[config.mk]
export PLATFORM = sky130hd
export DESIGN_NAME = vslc_spi_fetch
export DESIGN_NICKNAME = d
export VERILOG_FILES = /design/src/rtl/vslc_pkg.sv /design/src/rtl/vslc_spi_clkgen.sv /design/src/rtl/vslc_spi_fetch.sv
export SDC_FILE = /design/constraint.sdc
export NUM_CORES = 1
export LEC_CHECK = 0
export ABC_AREA = 0
export CAP_MARGIN = 10
export CORE_UTILIZATION = 45
export CTS_CLUSTER_DIAMETER = 100
export DETAILED_ROUTE_END_ITERATION = 16
export PLACE_DENSITY_LB_ADDON = 0.15
export SLEW_MARGIN = 25
export SYNTH_ARGS = -nofsm -noshare
export SYNTH_HDL_FRONTEND = slang
export SYNTH_HIERARCHICAL = 1
export SYNTH_SLANG_ARGS = --single-unit
[constraint.sdc]
create_clock -name clk -period 5.95 [get_ports clk]
set_input_delay 1.19 -clock clk [delete_from_list [all_inputs] [get_ports clk]]
set_output_delay 1.19 -clock clk [all_outputs]
set_load 0.01 [all_outputs]
[src/rtl/vslc_pkg.sv]
// ---------------------------------------------------------------------------
// vslc_pkg
// Shared definitions for the VSLC program-fetch path: the 25xx EEPROM READ
// opcode and the fetch FSM state encoding.
// ---------------------------------------------------------------------------
package vslc_pkg;

   localparam logic [7:0] EEPROM_READ_CMD = 8'h03;

   typedef enum logic [2:0] {
      ST_IDLE,
      ST_CS_SETUP,
      ST_CMD,
      ST_ADDR,
      ST_READ,
      ST_HOLD,
      ST_CS_HIGH
   } fetch_state_t;

   // States in which SCK is allowed to toggle.
   function automatic logic is_shift_state(input fetch_state_t s);
      return (s == ST_CMD) || (s == ST_ADDR) || (s == ST_READ);
   endfunction

endpackage

[src/rtl/vslc_spi_clkgen.sv]
// ---------------------------------------------------------------------------
// vslc_spi_clkgen
// SCK phase timer. While i_run is high it alternates a low phase and a high
// phase, each SCK_DIV clk cycles long, starting with the low phase.
// Ports:
//   clk, rst_n   clock, asynchronous active-low reset
//   i_run        timer enabled (held at start of low phase when low)
//   i_clr        restart at the start of a low phase on the next edge
//   o_high       current phase is the high phase
//   o_rise_stb   last cycle of a low phase (next edge starts high phase)
//   o_fall_stb   last cycle of a high phase (next edge starts low phase)
// ---------------------------------------------------------------------------
module vslc_spi_clkgen #(
   parameter int SCK_DIV = 1
) (
   input  logic clk,
   input  logic rst_n,
   input  logic i_run,
   input  logic i_clr,
   output logic o_high,
   output logic o_rise_stb,
   output logic o_fall_stb
);

   localparam logic [3:0] LAST_CNT = 4'(SCK_DIV - 1);

   logic [3:0] r_cnt;
   logic       r_high;
   logic       w_last;

   assign w_last = (r_cnt == LAST_CNT);

   always_ff @(posedge clk or negedge rst_n) begin
      if (!rst_n) begin
         r_cnt  <= '0;
         r_high <= 1'b0;
      end else if (!i_run || i_clr) begin
         r_cnt  <= '0;
         r_high <= 1'b0;
      end else if (w_last) begin
         r_cnt  <= '0;
         r_high <= ~r_high;
      end else begin
         r_cnt  <= r_cnt + 4'd1;
      end
   end

   // Strobes must not depend on i_clr: the caller derives i_clr from its
   // next-state logic, which in turn consumes these strobes.
   assign o_high     = r_high;
   assign o_rise_stb = i_run && !r_high && w_last;
   assign o_fall_stb = i_run &&  r_high && w_last;

endmodule

[src/rtl/vslc_spi_fetch.sv]
// ---------------------------------------------------------------------------
// vslc_spi_fetch
// Streams a range of program bytes out of a 25xx SPI EEPROM (mode 0) using
// the READ command, handing them one at a time to the VSLC core through a
// valid/ready byte port. SPI clocking pauses while a byte waits for the core.
// Ports:
//   clk, rst_n             clock, asynchronous active-low reset
//   start, abort           begin a fetch (IDLE only) / terminate a fetch
//   start_addr, end_addr   inclusive byte range, may wrap through 16'hFFFF
//   byte_data/valid/addr   fetched byte, its address, and the valid flag
//   byte_ready             core accepts the byte
//   busy, done             not IDLE / one-cycle end-of-fetch pulse
//   spi_cs_n/sck/copi/cipo EEPROM SPI bus
// ---------------------------------------------------------------------------
module vslc_spi_fetch
   import vslc_pkg::*;
#(
   parameter int SCK_DIV = 1
) (
   input  logic        clk,
   input  logic        rst_n,
   input  logic        start,
   input  logic        abort,
   input  logic [15:0] start_addr,
   input  logic [15:0] end_addr,
   output logic [7:0]  byte_data,
   output logic        byte_valid,
   input  logic        byte_ready,
   output logic [15:0] byte_addr,
   output logic        busy,
   output logic        done,
   output logic        spi_cs_n,
   output logic        spi_sck,
   output logic        spi_copi,
   input  logic        spi_cipo
);

   fetch_state_t r_state;
   fetch_state_t w_state_next;

   logic [23:0] r_shift;      // {command, address}, shifted out MSB first
   logic [7:0]  r_rx;
   logic [3:0]  r_bit;
   logic [15:0] r_end_addr;
   logic [15:0] r_byte_addr;
   logic [7:0]  r_byte_data;

   logic w_run, w_clr, w_sck_high, w_rise, w_fall, w_xfer;

   // The phase timer runs through every timed state, and restarts on each
   // state change so every state begins at the start of a low phase.
   assign w_run = (r_state != ST_IDLE) && (r_state != ST_HOLD);
   assign w_clr = (w_state_next != r_state);

   vslc_spi_clkgen #(
      .SCK_DIV    (SCK_DIV)
   ) u_clkgen (
      .clk        (clk),
      .rst_n      (rst_n),
      .i_run      (w_run),
      .i_clr      (w_clr),
      .o_high     (w_sck_high),
      .o_rise_stb (w_rise),
      .o_fall_stb (w_fall)
   );

   always_ff @(posedge clk or negedge rst_n) begin
      if (!rst_n) r_state <= ST_IDLE;
      else        r_state <= w_state_next;
   end

   always_comb begin
      w_state_next = r_state;
      w_xfer       = 1'b0;
      done         = 1'b0;
      busy         = (r_state != ST_IDLE);
      byte_valid   = (r_state == ST_HOLD);
      spi_cs_n     = (r_state == ST_IDLE) || (r_state == ST_CS_HIGH);
      spi_sck      = w_sck_high && is_shift_state(r_state);
      spi_copi     = ((r_state == ST_CMD) || (r_state == ST_ADDR)) && r_shift[23];

      // CS_HIGH is already the abort destination; letting abort restart it
      // would only stretch the deselect time.
      if (abort && (r_state != ST_IDLE) && (r_state != ST_CS_HIGH)) begin
         w_state_next = ST_CS_HIGH;
      end else begin
         case (r_state)
            ST_IDLE:     if (start && !abort)            w_state_next = ST_CS_SETUP;
            ST_CS_SETUP: if (w_rise)                     w_state_next = ST_CMD;
            ST_CMD:      if (w_fall && r_bit == 4'd7)    w_state_next = ST_ADDR;
            ST_ADDR:     if (w_fall && r_bit == 4'd15)   w_state_next = ST_READ;
            ST_READ:     if (w_fall && r_bit == 4'd7)    w_state_next = ST_HOLD;
            ST_HOLD: begin
               if (byte_ready) begin
                  w_xfer       = 1'b1;
                  w_state_next = (r_byte_addr == r_end_addr) ? ST_CS_HIGH : ST_READ;
               end
            end
            ST_CS_HIGH: begin
               if (w_fall) begin
                  done         = 1'b1;
                  w_state_next = ST_IDLE;
               end
            end
            default:                                     w_state_next = ST_IDLE;
         endcase
      end
   end

   always_ff @(posedge clk or negedge rst_n) begin
      if (!rst_n) begin
         r_shift     <= '0;
         r_rx        <= '0;
         r_bit       <= '0;
         r_end_addr  <= '0;
         r_byte_addr <= '0;
         r_byte_data <= '0;
      end else begin
         case (r_state)
            ST_IDLE: begin
               if (w_state_next == ST_CS_SETUP) begin
                  r_end_addr  <= end_addr;
                  r_byte_addr <= start_addr;
                  r_shift     <= {EEPROM_READ_CMD, start_addr};
                  r_bit       <= '0;
               end
            end
            ST_CMD, ST_ADDR: begin
               if (w_fall) begin
                  r_shift <= {r_shift[22:0], 1'b0};
                  r_bit   <= (w_state_next == r_state) ? r_bit + 4'd1 : 4'd0;
               end
            end
            ST_READ: begin
               if (w_rise) r_rx <= {r_rx[6:0], spi_cipo};
               if (w_fall) r_bit <= (w_state_next == r_state) ? r_bit + 4'd1 : 4'd0;
               if (w_state_next == ST_HOLD) r_byte_data <= r_rx;
            end
            ST_HOLD: begin
               // 16-bit increment wraps FFFF -> 0000 on its own.
               if (w_xfer && w_state_next == ST_READ) r_byte_addr <= r_byte_addr + 16'd1;
            end
            default: ;
         endcase
      end
   end

   assign byte_data = r_byte_data;
   assign byte_addr = r_byte_addr;

endmodule

==> run notes, run 1 <==
run metrics: yosys stat chip area 4360 um2, number of synthesized flops with an enable pin 0, yosys warning tally 6, drt pass-1 iters 5, Pwr Density 455 nW/um2, outcome finished clean, Initial Util 0.468, Hold WS 470 ps, Fin Setup TNS 0 ps, slowest cell delay on critical path 760 ps, CTS resizes 0, Worst Path Required 4760 ps, Final Slew Violations 0, Setup-failing EPs final 0, Hold Path Class flop to flop, CTS tree yes, top-level I/O count 68, area of the core 9330 um2, Slew headroom 0.439, Slowest-stage cell, CP dfrtp_1, top cells, area dfrtp_1, mux2_2, nand2_1, Die X 100 um, worst slack, placed 1760 ps, die area 10100 um2
==> run 1: power by group <==
| group | leakage (nW) | switching, mW | internal, mW |
|---|---|---|---|
| logic | 1.05 | 0.448 | 0.477 |
| clock network | 0.103 | 0.226 | 0.200 |
| registers | 1.04 | 0.257 | 0.790 |
| total | 2.19 | 0.930 | 1.47 |
==> run 1: routing by layer <==
| metal | vias up | GRT usage | wire (um) |
|---|---|---|---|
| li1 | 1690 | - | - |
| met3 | 4 | 0.0423 | 500 |
| met5 | - | 0 | 0 |
| met4 | 0 | 0.0736 | 61 |
| met2 | 86 | 0.324 | 4560 |
| met1 | 1688 | 0.308 | 4730 |
==> run 1: final timing paths <==
check | cells past startpoint | endpoint | slack (ps) | start
setup reg to reg | 11 | byte_addr[15]$_DFFE_PN0P_ | 2480 | r_state[2]$_DFF_PN0_
max in group asynchronous | 2 | byte_addr[0]$_DFFE_PN0P_ | 4170 | rst_n
min in group asynchronous | 1 | r_state[2]$_DFF_PN0_ | 810 | rst_n
setup / recovery | 7 | done | 1750 | r_state[1]$_DFF_PN0_
hold / removal | 2 | r_shift[23]$_DFFE_PN0P_ | 470 | r_shift[23]$_DFFE_PN0P_
hold reg to reg | 2 | r_shift[23]$_DFFE_PN0P_ | 470 | r_shift[23]$_DFFE_PN0P_
==> run 1: layout make-up <==
cell class | count | area [um2]
Timing Repair Buffer | 70 | 691
Sequential cell | 84 | 2100
Clock buffer | 9 | 124
Fill cell | 847 | 4060
Clock inverter | 7 | 85.1
Tap cell | 129 | 161
Multi-Input combinational cell | 332 | 2080
Inverter | 7 | 26.3
==> run 1: cells in the mapped netlist, drive strengths merged (2+ instances only) <==
cell type,n
and3,4
clkbuf,13
nor3b,5
nand2,75
nand4,9
mux2,32
ha,4
nor4,3
o21ai,21
nor2,34
buf,17
o22ai,3
nand3,22
xor2,4
a22oi,2
a22o,4
dfrtp,84
inv,7
xnor2,14
or3,3
nor2b,3
nor3,10
and2,4
nand2b,8
a31oi,18
a211oi,5
a21oi,30
mux2i,3
==> run 1: stage by stage <==
stage	utilization	cells	power, mW
2_1_floorplan	-	453	1.67
3_3_place_gp	0.542	622	1.96
3_5_place_dp	0.542	622	1.99
4_1_cts	0.564	638	2.42
5_1_grt	0.565	638	2.59
6_report	0.565	638	2.40
==> run 1: cell families (layout without fill, tap and decap cells) <==
group           count (synthesis)  in the layout  share of synthesized area
simple gates                  185            185                      0.215
xor+xnor                       18             18                     0.0361
buf+inv                        37             93                     0.0427
flops                          84             84                      0.482
fa+ha+maj                       4              4                     0.0115
compound gates                 90             90                      0.123
mux                            35             35                     0.0895
==> run 1: tightest hold or removal path, delay by kind of cell, from the launching register on <==
kind | cells | cell delay (ps)
AND/OR/NAND/NOR | 2 | 90
flip-flops | 1 | 350
==> run 1: flip-flops by register name, indices dropped and copies added (netlist names) <==
signal	cells
r_state	3
byte_addr	16
u_clkgen/r_cnt	4
byte_data	8
r_shift	24
u_clkgen/o_high	1
r_rx	8
r_bit	4
r_end_addr	16
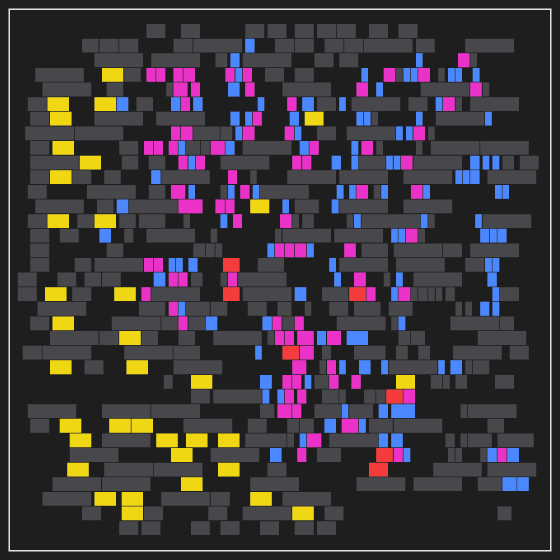
Fig. 1. Logic cells by family (run 1).
| family | color | cells | most used |
|---|---|---|---|
| non-inverting ao/oa cells | red | 7 | a22o_1 |
| aoi and oai cells | magenta | 83 | a21oi_1 |
| nand cells | blue | 115 | nand2_1 |
| mux cells | yellow | 35 | mux2_2 |

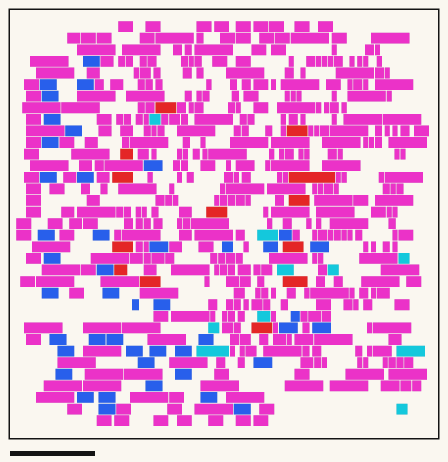
Fig. 2. Cell sizes after repair (run 1).
The bar under the picture is 20 um long.
| size | color | cells | share |
|---|---|---|---|
| x2 | blue | 44 | 8.6% |
| x6 and larger | red | 13 | 2.6% |
| x1 and smaller | magenta | 442 | 87% |
| x3 and x4 | cyan | 10 | 2.0% |
Non-CTS buffers: 70
Area growth syn-to-layout: 20.7%
Design Area, Final: 5270 um2

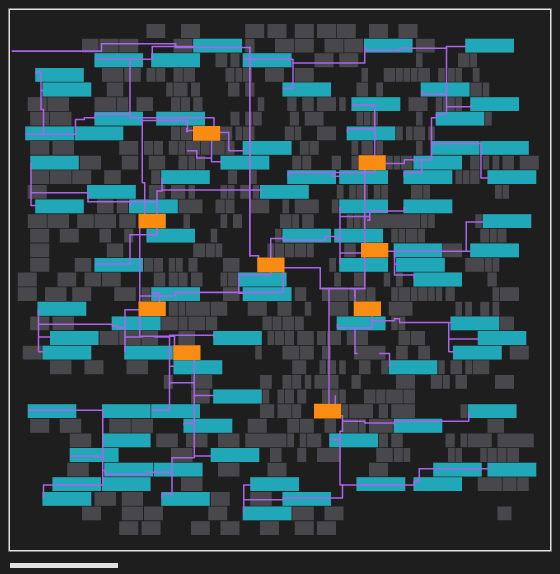
Fig. 3. Clock distribution (run 1).
The bar under the picture is 20 um long.
[clock-net drivers] orange | count: 9
[clock wires] purple | length: 1050 um
[flip-flops] cyan | count: 84
routed clock nets: 10
flops lie: spread over the die
clock network power: 426 uW
clk_lat worst skew: 370 ps
Setup Skew: 22.8 ps
Clock power frac: 0.178

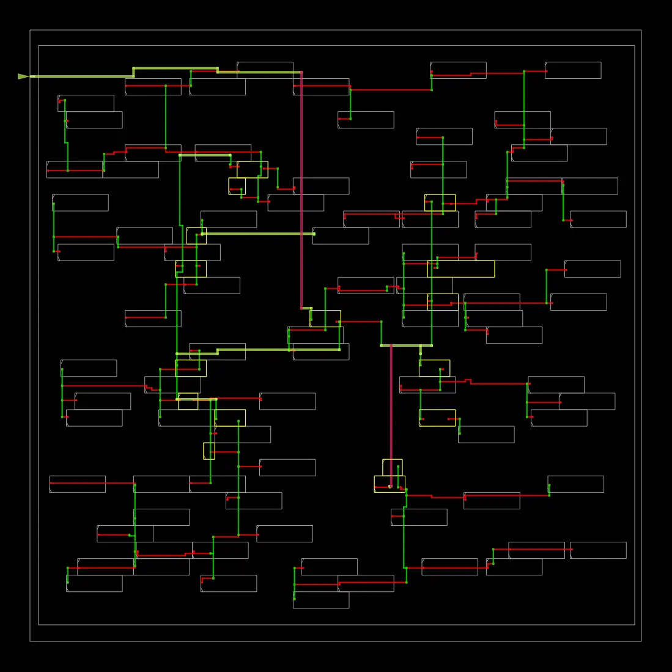
Fig. 4. Clock nets (run 1).
clkbuf count: 9
flop count: 84
total CTS buffers: 9
Sink Count: 84

--- run 2 (diff from run 1) ---
- clock period: 5.95 -> 3.75 ns (I/O delays scaled with it)
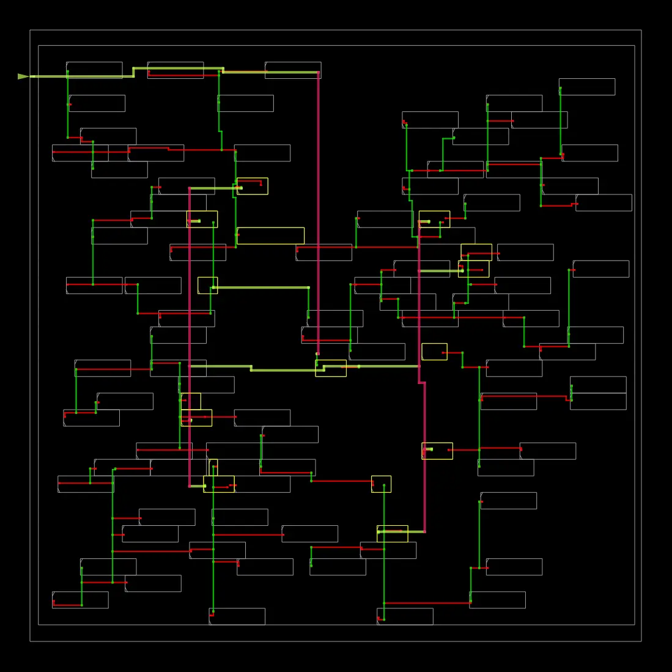
Fig. 5. Clock nets (run 2).
Setup Skew: 17.1 ps
clock network power: 692 uW
clkbuf count: 11

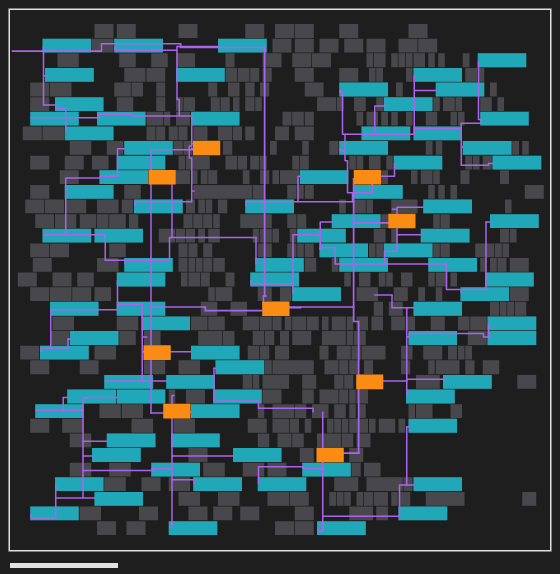
Fig. 6. Clock distribution (run 2).
The bar under the picture is 20 um long.
[clock-net drivers] orange | count: 9
[clock wires] purple | length: 1100 um
[flip-flops] cyan | count: 84
routed clock nets: 10

==> run 2 against run 1 <==
Effect of this change: global-route usage grew 0.41 points; die size stayed put; combinational power is 68% higher; power up 61%; non-clock buffer count is 8 higher; clock skew down 5.7 ps; register-to-register slack lost 2100 ps; final cell count is 1.3% higher; critical path depth stayed put; sequential power is 55% higher.
==> run notes, run 2 <==
run metrics: largest register by flop count r_shift, Hold Path Class input port to async pin, worst slack, placed 463 ps (-1300 ps), GPL Wtd Cong 0.808, Worst Path Required 3000 ps (-1760 ps), gr usage total 0.219, CTS tree yes, Worst setup SP type flop, total power 3.87 mW (+61%), area of the core 9330 um2 (unchanged), top cells, area dfrtp_1, mux2_2, nand2_1, Pwr Density 725 nW/um2 (+59%), count leader, synth dfrtp_1, outcome finished clean, Dominant Register Cell dfrtp_1, internal power 2.38 mW (+62%), number of synthesized flops with an enable pin 0 (unchanged), Logic pwr share 0.400 (+0.014), Slew headroom 0.480 (+0.0410), Fin Setup TNS 0 ps (unchanged), sw frac 0.385 (-0.00271), Setup-failing EPs final 0 (unchanged), yosys warning tally 6 (unchanged), worst reg2reg setup slack 400 ps (-2080 ps), antenna viol nets, final 0, clk_lat worst skew 370 ps (about the same), Design Area, Final 5340 um2 (+1.3%), CTS resizes 0 (unchanged), P_sw 1.49 mW (+60%), Final Slew Violations 0 (unchanged), total CTS buffers 9 (unchanged), top-level I/O count 68 (unchanged), yosys stat chip area 4360 um2 (unchanged), Die X 100 um (unchanged), Sink Count 84 (unchanged), Initial Util 0.468 (unchanged), Area growth syn-to-layout 22.3%, top cells by count dfrtp_1, nand2_1, nor2_1, mux2_2, a21oi_1, die area 10100 um2 (unchanged), register share of total power 0.421 (-0.016)
-- run 2: cell types whose count changed in the layout (fill, tap and decap cells not counted) --
cell	before	now
buf_4	4	11
clkbuf_1	0	1
and3_1	3	4
clkinv_2	1	0
and3_2	1	0
clkbuf_8	9	10
buf_12	0	1
clkinvlp_4	1	0
a21o_1	0	1
clkinv_8	1	0
a21o_2	1	0
inv_8	0	1
-- run 2: worst max-delay path, cell delays in order, from the launching register on --
cell and delay, ps:
dfrtp_1 620, nor2b_4 100, nand2_4 180, and2_1 190, and3_1 390, nand2_1 130
nor3b_1 250, clkdlybuf4s50_1 580
-- run 2: path summary, 6_finish.rpt --
check	from	endpoint	cells past startpoint
max reg2reg	r_state[1]$_DFF_PN0_	byte_addr[0]$_DFFE_PN0P_	12
max in group asynchronous	rst_n	byte_addr[14]$_DFFE_PN0P_	2
min in group clk	r_shift[23]$_DFFE_PN0P_	r_shift[23]$_DFFE_PN0P_	2
min	rst_n	u_clkgen/r_cnt[2]$_DFF_PN0_	1
min reg2reg	r_shift[23]$_DFFE_PN0P_	r_shift[23]$_DFFE_PN0P_	2
max	r_state[1]$_DFF_PN0_	done	7
-- run 2: area by class of cell --
type / count / area (um2)
Inverter: 7 / 26.3
Clock buffer: 11 / 141
Fill cell: 833 / 3990
Timing Repair Buffer: 78 / 763
Multi-Input combinational cell: 332 / 2070
Sequential cell: 84 / 2100
Tap cell: 129 / 161
Clock inverter: 5 / 67.6
-- run 2: logic make-up after synthesis --
| kind of cell | after synthesis | share of synthesized area |
|---|---|---|
| compound gates | 90 | 0.123 |
| xor+xnor | 18 | 0.0361 |
| fa+ha+maj | 4 | 0.0115 |
| buf+inv | 37 | 0.0427 |
| flops | 84 | 0.482 |
| mux | 35 | 0.0895 |
| simple gates | 185 | 0.215 |
-- run 2: per-layer routing --
metal	up-vias	track usage	part of all wire
met3	14	0.0361	0.038
met5	-	0	0
li1	1708	-	-
met1	1683	0.314	0.49
met4	0	0.0747	0.017
met2	90	0.337	0.45
-- run 2: through the flow --
stage,cells,hold slack [ps],util
6_report,646,365,0.572
5_1_grt,646,390,0.572
4_1_cts,646,380,0.572
3_5_place_dp,630,448,0.550
3_3_place_gp,629,445,0.548
2_1_floorplan,453,430,-
-- run 2: power groups by stage --
stage               Clock [mW]  Combinational (mW)  Sequential, mW
floorplan                    0                1.11            1.53
global placement             0                1.52            1.63
detailed placement           0                1.55            1.65
CTS                      0.710                1.56            1.63
global route             0.747                1.73            1.69
finish                   0.692                1.55            1.63
--- run 3 (diff from run 2) ---
- GPL_TIMING_DRIVEN: not set -> 0
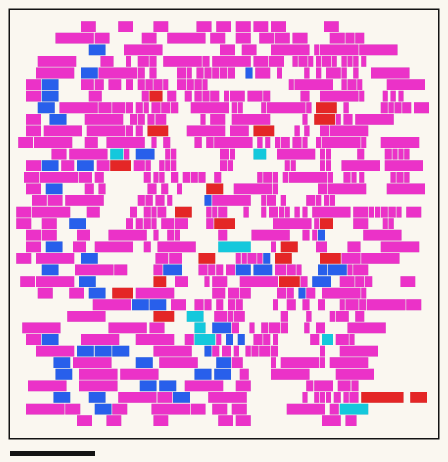
Fig. 7. Cell sizes after repair (run 3).
The bar under the picture is 20 um long.
| size | color | cells | share |
|---|---|---|---|
| x1 and smaller | magenta | 457 | 86% |
| x3 and x4 | cyan | 8 | 1.5% |
| x6 and larger | red | 20 | 3.7% |
| x2 | blue | 49 | 9.2% |

==> run 3 against run 2 <==
Effect of this change: worst hold slack worse by 91 ps; power down 0.22%; register-to-register slack better by 210 ps; critical endpoint unchanged; critical path depth up 2; clock power down 8.2%.
==> run notes, run 3 <==
run metrics: outcome finished clean, xor+xnor area frac 0.0361 (unchanged), area of the core 9330 um2 (unchanged), Fin Setup TNS 0 ps (unchanged), total power 3.86 mW (-0.22%), Area growth syn-to-layout 23.9%, Dominant Register Cell dfrtp_1, Final Slew Violations 0 (unchanged), Dominant comb cell simple AND/OR/NAND/NOR gates, aoi share 0.123 (unchanged), Fillers 828 (-0.60%), MUX area fraction 0.0895 (unchanged), cell family with most CP delay buffers and inverters, yosys warning tally 6 (unchanged), Sink Count 84 (unchanged), yosys stat chip area 4360 um2 (unchanged), CTS tree yes, gr usage total 0.228 (+0.00987), fa+ha+maj area frac 0.0115 (unchanged), clk_lat worst skew 360 ps (about the same), Worst Path Required 3000 ps (about the same), Die X 100 um (unchanged), largest register by flop count r_shift, number of synthesized flops with an enable pin 0 (unchanged), antenna viol nets, final 0 (unchanged), Pwr Density 714 nW/um2 (-1.5%), top cells, area dfrtp_1, mux2_2, nand2_1, Slowest-stage cell, CP clkdlybuf4s50_1
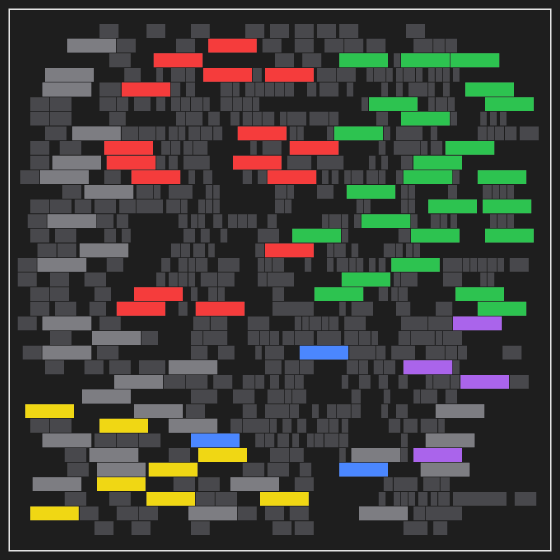
Fig. 8. Sequential cells colored by netlist name (run 3).
Other sequential cells in the stronger gray, the rest of the logic in the fainter gray.
| netlist name | color | flops |
|---|---|---|
| `r_bit` | purple | 4 |
| `r_shift` | green | 24 |
| `byte_addr` | red | 16 |
| `r_state` | blue | 3 |
| `byte_data` | yellow | 8 |
final core occ: 0.579
sequential power: 1.56 mW

-- run 3: cell counts after synthesis --
Identical to the previous run, type by type.
-- run 3: path summary, 6_finish.rpt --
kind / startpoint / endpoint / depth (start not counted)
min: rst_n / r_shift[19]$_DFFE_PN0P_ / 1
max in group asynchronous: rst_n / r_end_addr[2]$_DFFE_PN0P_ / 2
max reg2reg: r_state[2]$_DFF_PN0_ / byte_addr[2]$_DFFE_PN0P_ / 15
max: r_state[2]$_DFF_PN0_ / done / 9
min reg2reg: r_shift[23]$_DFFE_PN0P_ / r_shift[23]$_DFFE_PN0P_ / 2
min in group clk: r_shift[23]$_DFFE_PN0P_ / r_shift[23]$_DFFE_PN0P_ / 2
-- run 3: final cells by class --
class / count / area, um2 / area share
sequential: 84 / 2100 / 0.389
tap: 129 / 161 / 0.0299
inverter: 7 / 26.3 / 0.00486
buffer: 27 / 149 / 0.0275
multi-input combinational: 332 / 2070 / 0.384
clock inverter: 6 / 55.1 / 0.0102
clock buffer: 10 / 138 / 0.0255
timing repair buffer: 68 / 699 / 0.129
-- run 3: timing repair --
action / in CTS / in global routing
setup endpoints to repair: 1 / 1
gates resized: 0 / 0
endpoints found under the hold margin: 0 / 0
pin swaps: 0 / 0
-- run 3: where the power goes --
group	internal, mW	leakage, nW	switching [mW]
logic	0.810	1.13	0.849
clock network	0.273	0.0998	0.362
registers	1.25	1.04	0.310
-- run 3: layer usage --
metal  vias up  track usage  share of wire
li1       1746            -              -
met3        11       0.0465          0.053
met4         0       0.0647          0.013
met5         -            0              0
met2       118        0.366           0.47
met1      1749        0.316           0.46
-- run 3: cells by family (layout without fill, tap and decap cells) --
| logic type | count (synthesis) | count (layout) |
|---|---|---|
| AND-OR/OR-AND | 90 | 90 |
| XOR/XNOR | 18 | 18 |
| adder cells (fa/ha/maj) | 4 | 4 |
| buffers and inverters | 37 | 118 |
| flip-flops | 84 | 84 |
| multiplexers | 35 | 35 |
| AND/OR/NAND/NOR | 185 | 185 |
Power figures rest on the tool's default switching activity, not on a simulated workload.
